`config.mk`:
```
export PLATFORM = sky130hd
export DESIGN_NAME = frame_seq_ctrl_flat
export DESIGN_NICKNAME = d
export VERILOG_FILES = /design/src/rtl/frame_seq_ctrl_if.sv /design/src/rtl/frame_seq_ctrl.sv /design/src/flat_wrapper.sv
export SDC_FILE = /design/constraint.sdc
export NUM_CORES = 1
export LEC_CHECK = 0
export CORE_UTILIZATION = 34
export DETAILED_ROUTE_END_ITERATION = 8
export PLACE_DENSITY_LB_ADDON = 0.12
export SLEW_MARGIN = 20
export SYNTH_ARGS = -nofsm -noshare
export SYNTH_HDL_FRONTEND = slang
export SYNTH_SLANG_ARGS = --single-unit
```
`constraint.sdc`:
```
create_clock -name clk -period 2.3 [get_ports clk]
set_clock_uncertainty 0.2 [all_clocks]
set_input_delay 0.23 -clock clk [delete_from_list [all_inputs] [get_ports clk]]
set_output_delay 0.23 -clock clk [all_outputs]
set_load 0.01 [all_outputs]
```
`src/rtl/frame_seq_ctrl_if.sv`:
```
// Sample-input and FFT-sink handshake bundle for the frame sequencer.
// The slave side (the sequencer) takes audio samples plus FFT back-pressure
// and drives the framed FFT input stream. The master side is the surrounding
// logic: audio source, FFT core and testbench.
interface frame_seq_ctrl_if;
  logic        sample_valid;
  logic [15:0] sample_in;
  logic        fft_sink_ready;
  logic        fft_sink_valid;
  logic        fft_sink_sop;
  logic        fft_sink_eop;
  logic [15:0] fft_sink_real;

  modport slave (
    input  sample_valid,
    input  sample_in,
    input  fft_sink_ready,
    output fft_sink_valid,
    output fft_sink_sop,
    output fft_sink_eop,
    output fft_sink_real
  );

  modport master (
    output sample_valid,
    output sample_in,
    output fft_sink_ready,
    input  fft_sink_valid,
    input  fft_sink_sop,
    input  fft_sink_eop,
    input  fft_sink_real
  );
endinterface

```
`src/rtl/frame_seq_ctrl.sv`:
```
// Frame sequencer for an FFT -> spectrum shift -> IFFT pipeline.
// Flow per frame: collect FRAME samples into the FFT, wait for the FFT to
// finish, open the shifter window for FRAME + 2*distance cycles, wait for the
// IFFT to finish, then pulse frame_done. Both wait states are guarded by a
// watchdog. Every output comes straight from a flop.
module frame_seq_ctrl #(
  parameter int FRAME = 512,
  parameter int TMO   = 4096
) (
  input  logic                 clk,
  input  logic                 rst_n,
  frame_seq_ctrl_if.slave      bus,
  input  logic                 i_enable,
  input  logic [6:0]           i_shift_dis,
  input  logic                 i_fft_source_eop,
  input  logic                 i_ifft_source_eop,
  output logic                 o_fc_enable,
  output logic [6:0]           o_dis_latched,
  output logic                 o_frame_done,
  output logic                 o_busy,
  output logic                 o_overflow,
  output logic                 o_timeout_err
);

  localparam int CW = (FRAME > 1) ? $clog2(FRAME) : 1;
  localparam int WW = (TMO > 1) ? $clog2(TMO) : 1;

  typedef enum logic [2:0] {
    ST_IDLE      = 3'd0,
    ST_FILL      = 3'd1,
    ST_WAIT_FFT  = 3'd2,
    ST_SHIFT     = 3'd3,
    ST_WAIT_IFFT = 3'd4,
    ST_DONE      = 3'd5
  } state_t;

  state_t         r_state;
  state_t         w_next;
  logic           w_tmo_hit;

  logic [CW-1:0]  r_cnt;
  logic [WW-1:0]  r_wd;
  logic [10:0]    r_sh;
  logic [6:0]     r_dis;

  logic           r_sink_valid;
  logic           r_sink_sop;
  logic           r_sink_eop;
  logic [15:0]    r_sink_real;
  logic           r_fc;
  logic           r_done;
  logic           r_busy;
  logic           r_ovf;
  logic           r_tmo;

  logic           w_xfer;
  logic           w_drop;
  logic           w_last;
  logic           w_wd_end;
  logic [10:0]    w_win;
  logic           w_sh_last;

  // Sample acceptance, frame position and window/watchdog end conditions
  always_comb begin
    w_xfer    = (r_state == ST_FILL) && bus.sample_valid && bus.fft_sink_ready;
    w_drop    = (r_state == ST_FILL) && bus.sample_valid && !bus.fft_sink_ready;
    w_last    = (r_cnt == CW'(FRAME - 1));
    w_wd_end  = (r_wd == WW'(TMO - 1));
    // Window is FRAME + 2*distance; 11 bits covers the 766-cycle maximum.
    w_win     = 11'(FRAME) + {3'b000, r_dis, 1'b0};
    w_sh_last = (r_sh == (w_win - 11'd1));
  end

  // State register
  always_ff @(posedge clk or negedge rst_n) begin
    if (!rst_n) begin
      r_state <= ST_IDLE;
    end else begin
      r_state <= w_next;
    end
  end

  // Next-state decode; a watchdog expiry aborts straight back to IDLE
  always_comb begin
    w_next    = r_state;
    w_tmo_hit = 1'b0;
    case (r_state)
      ST_IDLE: begin
        if (i_enable) begin
          w_next = ST_FILL;
        end else begin
          w_next = ST_IDLE;
        end
      end
      ST_FILL: begin
        if (w_xfer && w_last) begin
          w_next = ST_WAIT_FFT;
        end else begin
          w_next = ST_FILL;
        end
      end
      ST_WAIT_FFT: begin
        if (i_fft_source_eop) begin
          w_next = ST_SHIFT;
        end else if (w_wd_end) begin
          w_next    = ST_IDLE;
          w_tmo_hit = 1'b1;
        end else begin
          w_next = ST_WAIT_FFT;
        end
      end
      ST_SHIFT: begin
        if (w_sh_last) begin
          w_next = ST_WAIT_IFFT;
        end else begin
          w_next = ST_SHIFT;
        end
      end
      ST_WAIT_IFFT: begin
        if (i_ifft_source_eop) begin
          w_next = ST_DONE;
        end else if (w_wd_end) begin
          w_next    = ST_IDLE;
          w_tmo_hit = 1'b1;
        end else begin
          w_next = ST_WAIT_IFFT;
        end
      end
      ST_DONE: begin
        w_next = ST_IDLE;
      end
      default: begin
        w_next = ST_IDLE;
      end
    endcase
  end

  // Datapath: FFT sink stream, counters, latched distance, status flags
  always_ff @(posedge clk or negedge rst_n) begin
    if (!rst_n) begin
      r_cnt        <= '0;
      r_wd         <= '0;
      r_sh         <= 11'd0;
      r_dis        <= 7'd0;
      r_sink_valid <= 1'b0;
      r_sink_sop   <= 1'b0;
      r_sink_eop   <= 1'b0;
      r_sink_real  <= 16'd0;
      r_fc         <= 1'b0;
      r_done       <= 1'b0;
      r_busy       <= 1'b0;
      r_ovf        <= 1'b0;
      r_tmo        <= 1'b0;
    end else begin
      r_sink_valid <= w_xfer;
      r_sink_sop   <= w_xfer && (r_cnt == CW'(0));
      r_sink_eop   <= w_xfer && w_last;
      if (w_xfer) begin
        r_sink_real <= bus.sample_in;
      end

      // Distance is captured only on the frame start edge.
      if ((r_state == ST_IDLE) && i_enable) begin
        r_dis <= i_shift_dis;
        r_cnt <= '0;
      end else if (w_xfer) begin
        r_cnt <= r_cnt + CW'(1);
      end

      // Watchdog restarts on any state change and runs only while waiting.
      if (w_next != r_state) begin
        r_wd <= '0;
      end else if ((r_state == ST_WAIT_FFT) || (r_state == ST_WAIT_IFFT)) begin
        r_wd <= r_wd + WW'(1);
      end

      if ((w_next == ST_SHIFT) && (r_state != ST_SHIFT)) begin
        r_sh <= 11'd0;
      end else if (r_state == ST_SHIFT) begin
        r_sh <= r_sh + 11'd1;
      end

      // State-aligned outputs are taken from the next state so they
      // change on the same edge as the state register.
      r_fc   <= (w_next == ST_SHIFT);
      r_done <= (w_next == ST_DONE);
      r_busy <= (w_next != ST_IDLE);

      if (w_drop) begin
        r_ovf <= 1'b1;
      end
      if (w_tmo_hit) begin
        r_tmo <= 1'b1;
      end
    end
  end

  assign bus.fft_sink_valid = r_sink_valid;
  assign bus.fft_sink_sop   = r_sink_sop;
  assign bus.fft_sink_eop   = r_sink_eop;
  assign bus.fft_sink_real  = r_sink_real;
  assign o_fc_enable        = r_fc;
  assign o_dis_latched      = r_dis;
  assign o_frame_done       = r_done;
  assign o_busy             = r_busy;
  assign o_overflow         = r_ovf;
  assign o_timeout_err      = r_tmo;

endmodule
```
`src/flat_wrapper.sv`:
```
// flat-port wrapper written by rule: the top's interface ports become plain ports
module frame_seq_ctrl_flat 
#(
  parameter int FRAME = 512,
  parameter int TMO   = 4096
)
  (clk, rst_n, i_enable, i_shift_dis, i_fft_source_eop, i_ifft_source_eop, o_fc_enable, o_dis_latched, o_frame_done, o_busy, o_overflow, o_timeout_err, bus_sample_valid, bus_sample_in, bus_fft_sink_ready, bus_fft_sink_valid, bus_fft_sink_sop, bus_fft_sink_eop, bus_fft_sink_real);
  frame_seq_ctrl_if bus_i ();
  input  logic clk;
  input  logic rst_n;
  input  logic i_enable;
  input  logic [6:0] i_shift_dis;
  input  logic i_fft_source_eop;
  input  logic i_ifft_source_eop;
  output logic o_fc_enable;
  output logic [6:0] o_dis_latched;
  output logic o_frame_done;
  output logic o_busy;
  output logic o_overflow;
  output logic o_timeout_err;
  input wire logic [$bits(bus_i.sample_valid)-1:0] bus_sample_valid;
  input wire logic [$bits(bus_i.sample_in)-1:0] bus_sample_in;
  input wire logic [$bits(bus_i.fft_sink_ready)-1:0] bus_fft_sink_ready;
  output wire logic [$bits(bus_i.fft_sink_valid)-1:0] bus_fft_sink_valid;
  output wire logic [$bits(bus_i.fft_sink_sop)-1:0] bus_fft_sink_sop;
  output wire logic [$bits(bus_i.fft_sink_eop)-1:0] bus_fft_sink_eop;
  output wire logic [$bits(bus_i.fft_sink_real)-1:0] bus_fft_sink_real;
  assign bus_i.sample_valid = bus_sample_valid;
  assign bus_i.sample_in = bus_sample_in;
  assign bus_i.fft_sink_ready = bus_fft_sink_ready;
  assign bus_fft_sink_valid = bus_i.fft_sink_valid;
  assign bus_fft_sink_sop = bus_i.fft_sink_sop;
  assign bus_fft_sink_eop = bus_i.fft_sink_eop;
  assign bus_fft_sink_real = bus_i.fft_sink_real;
  frame_seq_ctrl #(.FRAME(FRAME), .TMO(TMO)) u_core (.clk(clk), .rst_n(rst_n), .bus(bus_i), .i_enable(i_enable), .i_shift_dis(i_shift_dis), .i_fft_source_eop(i_fft_source_eop), .i_ifft_source_eop(i_ifft_source_eop), .o_fc_enable(o_fc_enable), .o_dis_latched(o_dis_latched), .o_frame_done(o_frame_done), .o_busy(o_busy), .o_overflow(o_overflow), .o_timeout_err(o_timeout_err));
endmodule
```
Run 1, PDN straps and rails:
Scale: 4 px per um. Pins as bars on the die edge.
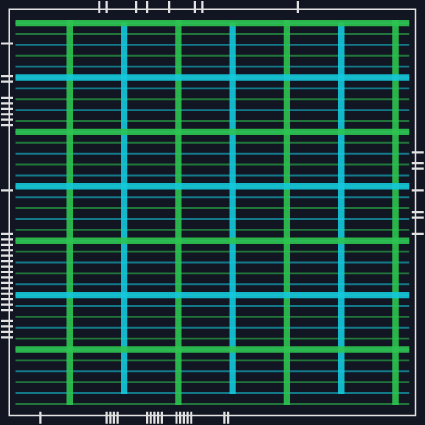
color	net
green	VSS
cyan	VDD
rows	35
met5 straps	7
met4 straps	7
met1 rails	36
Worst VDD drop: 0.457 mV
die width: 101 um
Die Height: 101 um
Core ar.: 9370 um2

Run 1, clock wires, drivers and flops:
Scale: 6 px per um.
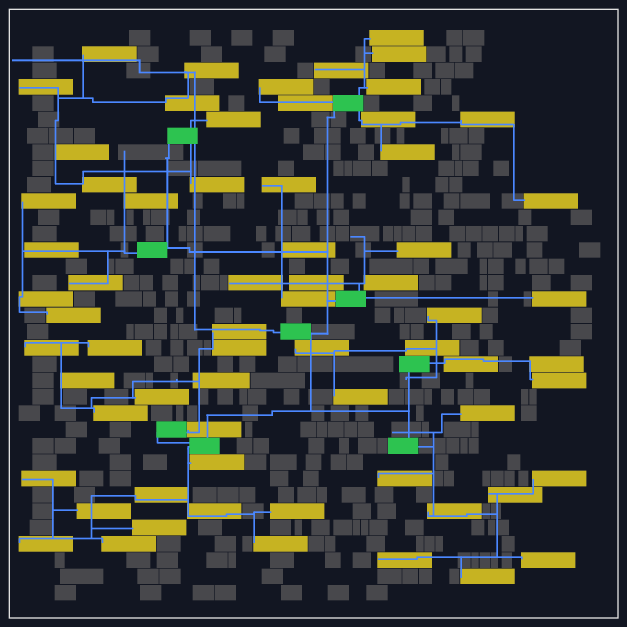
[green] cells driving clock nets | count: 9
[blue] clock wires | length: 968 um
[yellow] flip-flops | count: 66
routed clock nets	10
Clock Power: 1.01 mW
Clk pwr share: 19.8%
Latency at later pin: 340 ps

Run 1, metal layers overlaid:
Scale: 4 px per um. Only two layers are drawn.
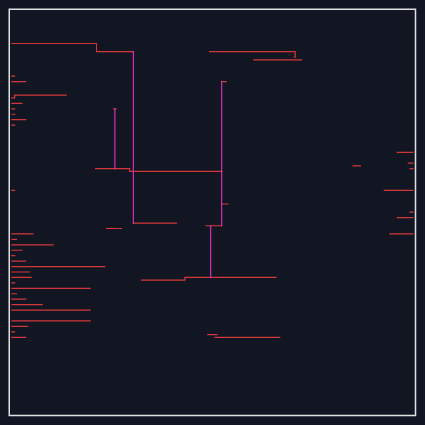
color	layer	wire length
red	met3	361 um
magenta	met4	107 um

==> results_dict.tcl, run 1 <==
# collected from the flow reports
set metrics [dict create \
    first_pass_iters 4 \
    power.density_nw_per_um2 1080 \
    openroad.warnings 30 \
    hold_path.class "input pin to async pin" \
    fin_ws_ps -101 \
    regToRegSetupSlack_ps -100 \
    dr_total_vias 2747 \
    busiest_layer "met2" \
    fin_total_pwr_mw 5.12 \
    grt_use_met3_pct 4.97 \
    met2_length_um 3420 \
    dp_hpwl_um 5500 \
    insertedDiodeCount 0 \
    cts_tree "built" \
    clkSlewWorstSetupHoldPaths_ps 70 \
    drc 0 \
    slew_viol_final 0 \
    fin_crit_ps 2400 \
    drv_cap 0 \
    final_nets 459 \
    most-common-layout-cells "dfrtp_1 (65), clkdlybuf4s50_1 (59), buf_4 (52)" \
    path_max_fanout 4 \
    ys.flops 66 \
    cts-root-buf "clkbuf_8" \
    drive_gt1_share_pct 26.5 \
    crit_end "u_core.r_state[1]" \
    r2r-start "u_core.o_dis_latched[0]" \
    ys_cells 306 \
    status "complete, but fails checks" \
    violations "setup timing" \
    leakage_nw 2.06 \
    cts.sinks 66 \
    finalSetupViolations 16 \
    internal_power_mw 3.41 \
    p_seq_share_pct 33.1 \
    gp_congestion 0.821 \
    lay_top_count "dfrtp_1" \
    crit_path_end_kind "register" \
    synth.cell_area_um2 3350 \
    yosys.cell_types.count 58 \
    r2r-end "u_core.r_state[1]" \
    wirelength_met1_um 3910 \
    place.port_buffers 60 \
    p_comb_share_pct 47.1 \
    groute.layer.met1.usage_pct 23.9 \
    relSlewSlack_pct 73.3 \
]
-- run 1: repair_timing --
action	CTS	global route
hold buffers	1	0
gates resized	4	0
cloned	0	0
setup buffers	1	1
pin swaps	3	1
endpoints found under the hold margin	66	0
endpoints found under the setup margin	17	16
-- run 1: logic make-up after synthesis --
group           Yosys count  share of synthesized area, %
flops                    66                          49.4
compound gates           56                          11.9
xor+xnor                 28                          7.33
fa+ha+maj                 6                          2.24
buf+inv                  21                          3.25
mux                      22                          7.33
simple gates            107                          18.5
-- run 1: stage by stage --
| stage | TNS [ps] | cell area, um2 | worst slack, ps | cells | hold WS, ps |
|---|---|---|---|---|---|
| 2_1_floorplan | -2330 | 3350 | -174 | 306 | -266 |
| 3_3_place_gp | -1510 | 4500 | -109 | 538 | 84.0 |
| 3_5_place_dp | -1790 | 4500 | -128 | 538 | 82.2 |
| 4_1_cts | -905 | 4740 | -93.0 | 555 | 233 |
| 5_1_grt | -2370 | 4750 | -205 | 556 | 258 |
| 6_report | -890 | 4750 | -101 | 556 | 228 |
-- run 1: synthesized netlist by cell type, types with 2 or more instances --
cell	instances	area share (%)
dfrtp_1	66	49
nand2_1	23	2.6
mux2_2	20	6.7
nor2_1	19	2.1
xor2_1	16	4.2
o21ai_0	14	2.1
a211oi_1	13	2.9
nand4_1	13	2.4
xnor2_1	12	3.1
and3_1	11	2.1
inv_1	9	1.0
a21oi_1	7	1.0
ha_1	6	2.2
clkbuf_1	5	0.56
nand3_1	5	0.75
buf_2	4	0.60
nor3_1	4	0.60
nor2b_1	3	0.56
nor4_1	3	0.56
or2_2	3	0.56
a22oi_1	2	0.45
a31o_2	2	0.52
and4_1	2	0.52
buf_6	2	0.67
mux2i_1	2	0.60
nor3b_1	2	0.45
o211ai_1	2	0.45
o21bai_1	2	0.45
o22ai_1	2	0.37
o31ai_1	2	0.45
or3_1	2	0.37
or3b_2	2	0.52
-- run 1: power by group through the flow --
stage / combinational (mW) / clock, mW / sequential (mW)
3_3_place_gp: 2.36 / 0 / 1.71
5_1_grt: 2.63 / 1.09 / 1.75
2_1_floorplan: 1.03 / 0 / 1.85
6_report: 2.41 / 1.01 / 1.70
4_1_cts: 2.43 / 1.05 / 1.70
3_5_place_dp: 2.37 / 0 / 1.72
-- run 1: layout make-up --
type                    instances  area (um2)
multi-input cells             219        1600
well taps                     129         161
fillers                       904        4620
repair buffers                118        1100
clock buffers                  13         169
flip-flops and latches         66        1650
inverters                       9        33.8
clock inverters                 2        35.0
-- run 1: worst max-delay path: stages, from the launching register on --
cell       delay [ps]
dfrtp_2           410
inv_2              80
ha_4              200
xnor2_1           110
or4_1             390
or4_4             460
a2111oi_4         300
o21ai_1           130
-- run 1: registers in the layout, summed over array words and instances (netlist names) --
name                       flops
u_core.bus.fft_sink_eop        1
u_core.bus.fft_sink_real      16
u_core.bus.fft_sink_sop        1
u_core.bus.fft_sink_valid      1
u_core.o_busy                  1
u_core.o_dis_latched           7
u_core.o_fc_enable             1
u_core.o_frame_done            1
u_core.o_overflow              1
u_core.o_timeout_err           1
u_core.r_cnt                   9
u_core.r_sh                   11
u_core.r_state                 3
u_core.r_wd                   12
==> run 1 -> run 2 <==
Settings changed: SLEW_MARGIN 20 to default.
Run 2, placed standard cells:
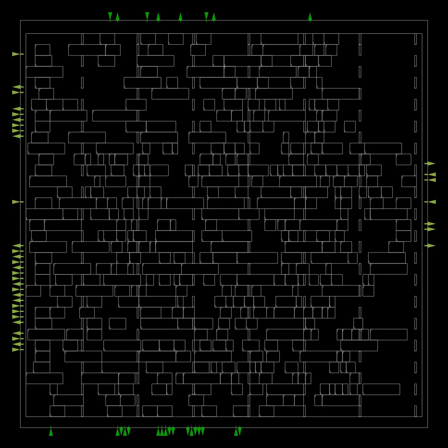
sequential portion of the cell area: 34.8%
n_taps: 129
Cell Rows: 35
number of fill cells: 904
Seq Cell Count: 66

Run 2, clock wires, drivers and flops:
Scale: 6 px per um.
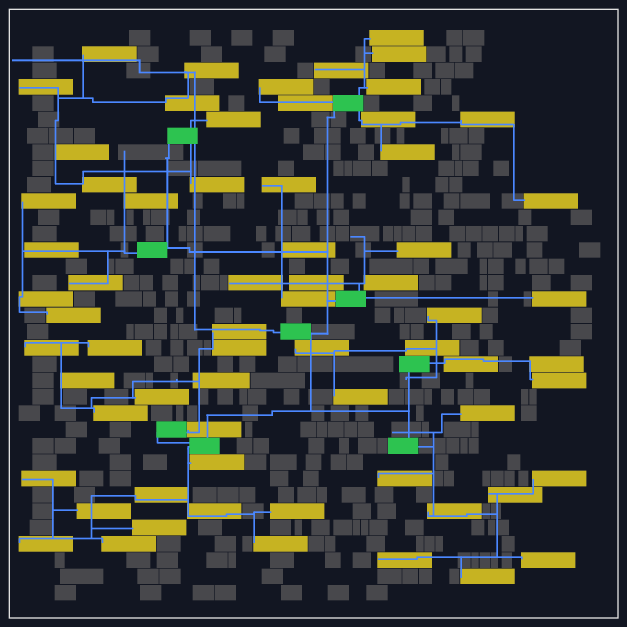
[yellow] flip-flops | count: 66
[blue] clock wires | length: 968 um
[green] cells driving clock nets | count: 9
flops lie	all over the die

==> run 2 against run 1 <==
Effect of this change: the run still ends with setup timing left; synthesized cell count unchanged; sequential cell count unchanged; clock-buffer cell count stayed put; critical path depth did not move; global-route usage is the same; critical endpoint unchanged; highest routed layer unchanged.
==> results_dict.tcl, run 2 <==
# collected from the flow reports
set metrics [dict create \
    status "complete, but fails checks" \
    violations "setup timing" \
    fin_crit_ps 2400 \
    cts_htree_levels 3 \
    setup_tns_ps -890 \
    pwr-share-clk_pct 19.8 \
    path_max_fanout 4 \
    netlist.area_leader.share_pct 49.4 \
    ys.flops 66 \
    place.port_buffers 60 \
    die_width_um 101 \
    yosysTopAreaCell "dfrtp_1" \
    internal_power_mw 3.41 \
    cts.sinks 66 \
    hold_ws_ps 228 \
    adder_share_pct 2.24 \
    drc 0 \
    simple_gate_area_share_pct 18.5 \
    mux_share_pct 7.33 \
    first_pass_iters 4 \
    ys_cells 306 \
    dr_total_vias 2747 \
    cts-root-buf "clkbuf_8" \
    leakage_nw 2.06 \
    finalSetupViolations 16 \
    power.density_nw_per_um2 1080 \
    grt_use_met3_pct 4.97 \
    ys_top_cells_by_count "dfrtp_1 (66), nand2_1 (23), mux2_2 (20)" \
    cts_tree "built" \
    most-common-layout-cells "dfrtp_1 (65), clkdlybuf4s50_1 (59), buf_4 (52)" \
    r2r-start "u_core.o_dis_latched[0]" \
    yosys.cell_types.count 58 \
    fin_total_pwr_mw 5.12 \
    openroad.warnings 30 \
    worst_skew_pair.late_latency_ps 340 \
    coreArea_um2 9370 \
    synthTopCellsByArea "dfrtp_1 (49%), mux2_2 (6.7%), xor2_1 (4.2%)" \
    peakVddDrop_mv 0.457 \
    top_logic_kind "simple AND/OR/NAND/NOR gates" \
    fin_ws_ps -101 \
    aoi_share_pct 11.9 \
    dp_hpwl_um 5500 \
    lay_top_count "dfrtp_1" \
    final_nets 459 \
    p_seq_share_pct 33.1 \
    gp_congestion 0.821 \
    slew_viol_final 0 \
    clkSlewWorstSetupHoldPaths_ps 70 \
    busiest_layer "met2" \
]
Run 2, cell classes on the final placement:
Scale: 3 px per um. Fill, decap, tap and diode cells in gray.
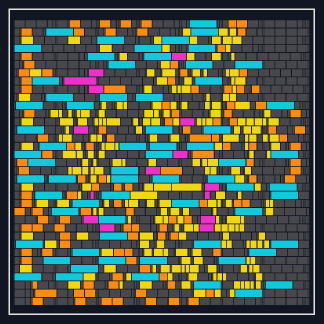
color	class	cells	share of their area
cyan	flip-flops	66	36%
magenta	clock drivers and dummy loads	15	4.4%
orange	other buffers and delay cells	118	24%
yellow	all other logic	228	36%
utilization after layout: 50.7%
Final Cell Area: 4750 um2

[run 2: cell counts in the layout (fill, tap and decap cells not counted)]
No cell type changed its count.
[run 2: critical path: stages, from the launching register on]
cell and delay (ps):
dfrtp_2 410, inv_2 80, ha_4 200, xnor2_1 110, or4_1 390, or4_4 460, a2111oi_4 300, o21ai_1 130
[run 2: cell type report]
type | instances | area [um2]
Timing Repair Buffer | 118 | 1100
Tap cell | 129 | 161
Sequential cell | 66 | 1650
Fill cell | 904 | 4620
Inverter | 9 | 33.8
Clock inverter | 2 | 35.0
Clock buffer | 13 | 169
Multi-Input combinational cell | 219 | 1600
[run 2: power groups by stage]
stage / sequential [mW] / combinational [mW] / clock, mW
2_1_floorplan: 1.85 / 1.03 / 0
3_3_place_gp: 1.71 / 2.36 / 0
3_5_place_dp: 1.72 / 2.37 / 0
4_1_cts: 1.70 / 2.43 / 1.05
5_1_grt: 1.75 / 2.63 / 1.09
6_report: 1.70 / 2.41 / 1.01
[run 2: cell families after synthesis]
kind of cell / count (synthesis)
flops: 66
compound gates: 56
fa+ha+maj: 6
buf+inv: 21
simple gates: 107
mux: 22
xor+xnor: 28
[run 2: stage by stage]
| step | setup WS, ps | instances | util [%] |
|---|---|---|---|
| after global placement | -109 | 538 | 48.1 |
| after global routing | -205 | 556 | 50.7 |
| after detailed placement | -128 | 538 | 48.1 |
| after CTS | -93.0 | 555 | 50.6 |
| final | -101 | 556 | 50.7 |
| after floorplan | -174 | 306 | - |
[run 2: path summary, 6_finish.rpt]
| check | end | slack, ps | cells after the start |
|---|---|---|---|
| min | u_core.bus.fft_sink_real[8] | 230 | 3 |
| max reg2reg | u_core.r_state[1] | -100 | 7 |
| min reg2reg | u_core.o_timeout_err | 290 | 1 |
| max in group asynchronous | u_core.o_dis_latched[0] | 1360 | 3 |
| min in group clk | u_core.o_dis_latched[1] | 250 | 3 |
| max | u_core.r_state[1] | -100 | 7 |
[run 2: repair_timing]
item                       in CTS  in global routing
hold endpoints to repair       66                  0
setup endpoints to repair      17                 16
hold buffers                    1                  0
gates cloned                    0                  0
buffers inserted                1                  1
gates resized                   4                  0
pin swaps                       3                  1
[run 2: layer usage]
layer	routed length [um]	share of wire [%]	vias up
li1	-	-	1348
met2	3420	44	55
met5	0	0	-
met4	106	1.4	0
met1	3910	50	1334
met3	361	4.6	10
Power is estimated from default activity; no workload was simulated.
